Design aux_uart_tx, sky130hd; sources not shown.
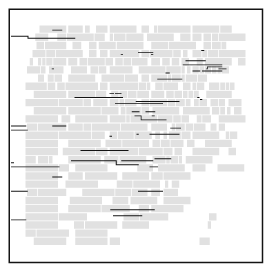
run_1/met3.png
Drawn at 3 px/um. Cells faint in the background.
longest straight run	15.9 um
main direction	horizontal
share of all routed wire	4.2%
DRT Wirelength: 6.85 mm
routed vias: 2017
M3 GR Usage: 0.0434

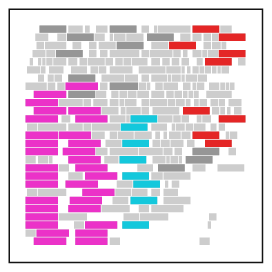
run_1/registers.png
Drawn at 3 px/um. Other sequential cells in the stronger grey, the rest of the logic in the fainter grey.
colour	signal	placed flops
cyan	`r_shift`	8
magenta	`u_fifo.r_mem`	32
red	`r_baud`	9
not coloured	12
sequential logic power: 2.26 mW
fin util: 0.746

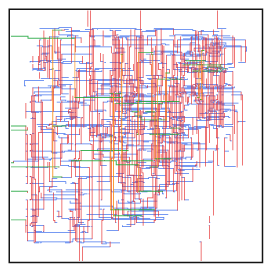
run_1/metal_stack.png
Drawn at 3 px/um.
colour	layer	wire length
orange	met4	314 um
green	met3	290 um
red	met2	3700 um
blue	met1	2540 um
Global Route Usage Sum: 0.187
DR WL/cell: 19.6 um

==> results_dict.tcl, run 1 <==
# implementation run metrics
set metrics [dict create \
    crit_top_cell "buf_6" \
    clock_skew_ns 0.00464 \
    ys_sh_adder 0.0594 \
    p_total_mw 7.85 \
    seq_share 0.419 \
    area_dominant_class "sequential cells" \
    ir_drop_uv 1160 \
    flop_cell "edfxtp_1" \
    clock_latency_ns 0.34 \
    place_area_um2 3480 \
    p_switching_mw 2.72 \
    clk_path_buf_depth 2 \
    post-route-cell-area_um2 4030 \
    path_clk_slew_ns 0.07 \
    drcViolationCount 0 \
    wl_met1_mm 2.54 \
    pin_count 14 \
    viasPerCell 5.78 \
    synth.logic.top_family "multiplexers" \
    fin_hold_ws_ns 0.386 \
    violations "negative setup slack" \
    fin_setup_tns_ns -0.581 \
    syn_nets 228 \
    cts.repair.resized 26 \
    grt_pass1_wl_mm 10.0 \
    instances_no_fill 349 \
    setup_viol 12 \
    power_leader "combinational logic" \
    postCtsHoldBufs 0 \
    num-nonclk-inverters 12 \
    hold_viol_final 0 \
    diodes 0 \
    nNetsFinal 297 \
    flop_area_um2 1690 \
    grt_start_max_net_pins 30 \
    area.combinational_um2 1430 \
    crit_fanout 2 \
    slowest_stage "dfrtp_1" \
    nClkBuffers 9 \
    rsz0062_at_grt "true" \
    cts_tree "built" \
    top_area_frac 0.326 \
    synthToLayoutAreaGrowth_pct 36.7 \
    synth_cell_types 47 \
    cts_setup_buffers 7 \
    ys_cells 203 \
    portBuffers 13 \
    crit_chain "buf_6, xnor2_2, and4_4, inv_2, buf_6" \
    ant_nets 0 \
    p_comb_frac 0.532 \
    syn_area_um2 2950 \
    hpwl_mm 3.86 \
    busiest_layer "met2" \
    crit_required_ns 1.38 \
    mux_share 0.140 \
    seq_cells 61 \
    fp_util 0.546 \
    pre_cts_ws_ns -0.115 \
    worstHoldPathType "input pin to async pin" \
    worst_slack_ns -0.0676 \
    firstDrtPassIters 4 \
    synthTopCellsByCount "edfxtp_1, dfrtp_1, ha_1" \
    p_per_area_nw_per_um2 1950 \
    leakagePower_nw 1.64 \
    die_w_um 83.9 \
    wl_met2_mm 3.70 \
    finalClockPeriodUsage 1.04 \
    yosysSeqAreaShare 0.572 \
    synthTopCellsByArea "edfxtp_1, dfrtp_1, mux4_1, ha_1, mux2_4" \
    arrival_ns 1.44 \
    status "finished with violations" \
    multi_input_comb_cells 124 \
    ys_seq_elements 61 \
    simple_gate_share 0.0857 \
    grt_util_met1 0.198 \
    signal_buffers 64 \
    gr-usage-met2 0.338 \
    bufAreaShareNonClock 0.138 \
    ys_chip_area_um2 2950 \
    p_int_mw 5.13 \
    layout-drive-gt1-share 0.444 \
    relSlewSlack 0.690 \
    cp.buffers_inverters 3 \
    cp_top_family "flip-flops" \
    largest_register_ffs 32 \
    cts.sinks 61 \
    tightestPinTransition_ns 0.465 \
    maxCapViolations 0 \
    synth-async-reset-ratio 0.475 \
    dp_cells 323 \
    cp_num_cells 5 \
    first_global_vias 2106 \
    wl_met3_um 290 \
    ys_warn_count 0 \
    powerComb_mw 4.18 \
    pwr-share-clk 0.179 \
    syn_avg_cell_area_um2 14.5 \
]
==> run 2: changes to the inputs <==
--- a/config.mk
+++ b/config.mk
@@ -7,3 +7,2 @@
 export LEC_CHECK = 0
-export CAP_MARGIN = 20
 export CORE_MARGIN = 5
@@ -11,2 +10,3 @@
 export DETAILED_ROUTE_END_ITERATION = 8
+export GPL_ROUTABILITY_DRIVEN = 0
 export PLACE_DENSITY = 0.82
==> constraint.sdc (replaced) <==
create_clock -name clk -period 1.72 [get_ports clk]
set_input_delay 0.172 -clock clk [delete_from_list [all_inputs] [get_ports clk]]
set_output_delay 0.172 -clock clk [all_outputs]
set_load 0.005 [all_outputs]
==> run 2 against run 1 <==
Compared with the run above: the flow still finishes with violations (negative setup slack); fmax grew 0.99%; via count shrank 3.3%; sequential power is essentially flat; core utilization shrank 2.0 points; register-to-register slack is essentially flat; clock power shrank 5%; global-route usage shrank 1.4 points; critical path type is now flop to flop; critical endpoint is now u_fifo.r_rd_ptr[1]; largest cell class unchanged; largest power group unchanged; highest routed layer unchanged.
==> results_dict.tcl, run 2 <==
# implementation run metrics
set metrics [dict create \
    status "finished with violations" \
    violations "negative setup slack" \
    cp_top_family "flip-flops" \
    power_leader "combinational logic" \
    cp.buffers_inverters 2 \
    portBuffers 13 \
    postCtsHoldBufs 0 \
    seq_cells 61 \
    synth.logic.top_family "multiplexers" \
    firstDrtPassIters 4 \
    crit_required_ns 1.95 \
    wl_met3_um 190 \
    gr-usage-met2 0.291 \
    area.combinational_um2 1340 \
    dp_cells 321 \
    worst_slack_ns -0.0501 \
    crit_fanout 3 \
    clock_latency_ns 0.34 \
    bufAreaShareNonClock 0.141 \
    synthTopCellsByArea "edfxtp_1, dfrtp_1, mux4_1, ha_1, mux2_4" \
    p_per_area_nw_per_um2 1850 \
    wl_met1_mm 2.48 \
    p_comb_frac 0.508 \
    finalClockPeriodUsage 1.03 \
    layout-drive-gt1-share 0.404 \
    synth_cell_types 47 \
    hold_viol_final 0 \
    synth-async-reset-ratio 0.475 \
    pwr-share-clk 0.184 \
    ys_seq_elements 61 \
    crit_chain "xnor2_2, buf_4, a31oi_2, buf_4, nor2b_2, mux2_2" \
    largest_register_ffs 32 \
    fin_setup_tns_ns -0.0820 \
    place_area_um2 3470 \
    top_area_frac 0.326 \
    worstHoldPathType "input pin to async pin" \
    syn_nets 228 \
    die_w_um 83.9 \
    grt_pass1_wl_mm 9.41 \
    crit_top_cell "buf_4" \
    powerComb_mw 3.69 \
    drcViolationCount 0 \
    cts.sinks 61 \
    ys_sh_adder 0.0594 \
    arrival_ns 2.00 \
    area_dominant_class "sequential cells" \
    syn_area_um2 2950 \
    viasPerCell 5.59 \
    yosysSeqAreaShare 0.572 \
    p_int_mw 4.78 \
    flop_cell "edfxtp_1" \
    p_total_mw 7.28 \
    hpwl_mm 3.79 \
    tightestPinTransition_ns 0.408 \
    busiest_layer "met2" \
    cts.repair.resized 16 \
    synthTopCellsByCount "edfxtp_1, dfrtp_1, ha_1" \
    rsz0062_at_grt "true" \
    grt-ovfl-total 0 \
    top_cell "edfxtp_1" \
    slowest_stage "dfrtp_1" \
    ant_nets 0 \
    p_switching_mw 2.50 \
    signal_buffers 64 \
    simple_gate_share 0.0857 \
    clock_skew_ns 0.00771 \
    instances_no_fill 349 \
    path_clk_slew_ns 0.08 \
    cts_tree "built" \
    cts_setup_buffers 6 \
    diodes 0 \
    grt_start_max_net_pins 30 \
    multi_input_comb_cells 124 \
    mux_share 0.140 \
    pre_cts_ws_ns -0.127 \
    nNetsFinal 297 \
    grt_util_met1 0.201 \
    fin_hold_ws_ns 0.198 \
    sequentialPowerShare 0.309 \
    setup_viol 3 \
    relSlewSlack 0.728 \
    maxCapViolations 0 \
    post-route-cell-area_um2 3920 \
    nClkBuffers 9 \
]
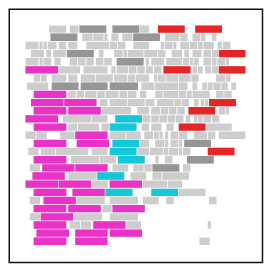
run_2/registers.png
Drawn at 3 px/um. Other sequential cells in the stronger grey, the rest of the logic in the fainter grey.
colour	signal	placed flops
cyan	`r_shift`	8
magenta	`u_fifo.r_mem`	32
red	`r_baud`	9
sequential logic power: 2.25 mW
Seq area share: 0.430
fin util: 0.726
register area: 1690 um2

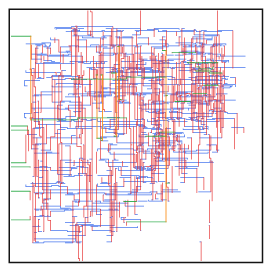
run_2/metal_stack.png
Drawn at 3 px/um.
DRT Wirelength: 5.97 mm
DR WL/cell: 17.1 um
routed vias: 1950
Global Route Usage Sum: 0.173

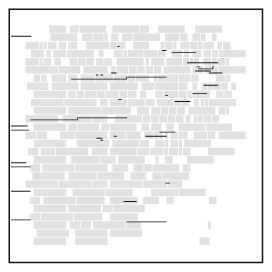
run_2/met3.png
Drawn at 3 px/um. Cells faint in the background.
M3 GR Usage: 0.0444

Power figures rest on the tool's default switching activity, not on a simulated workload.
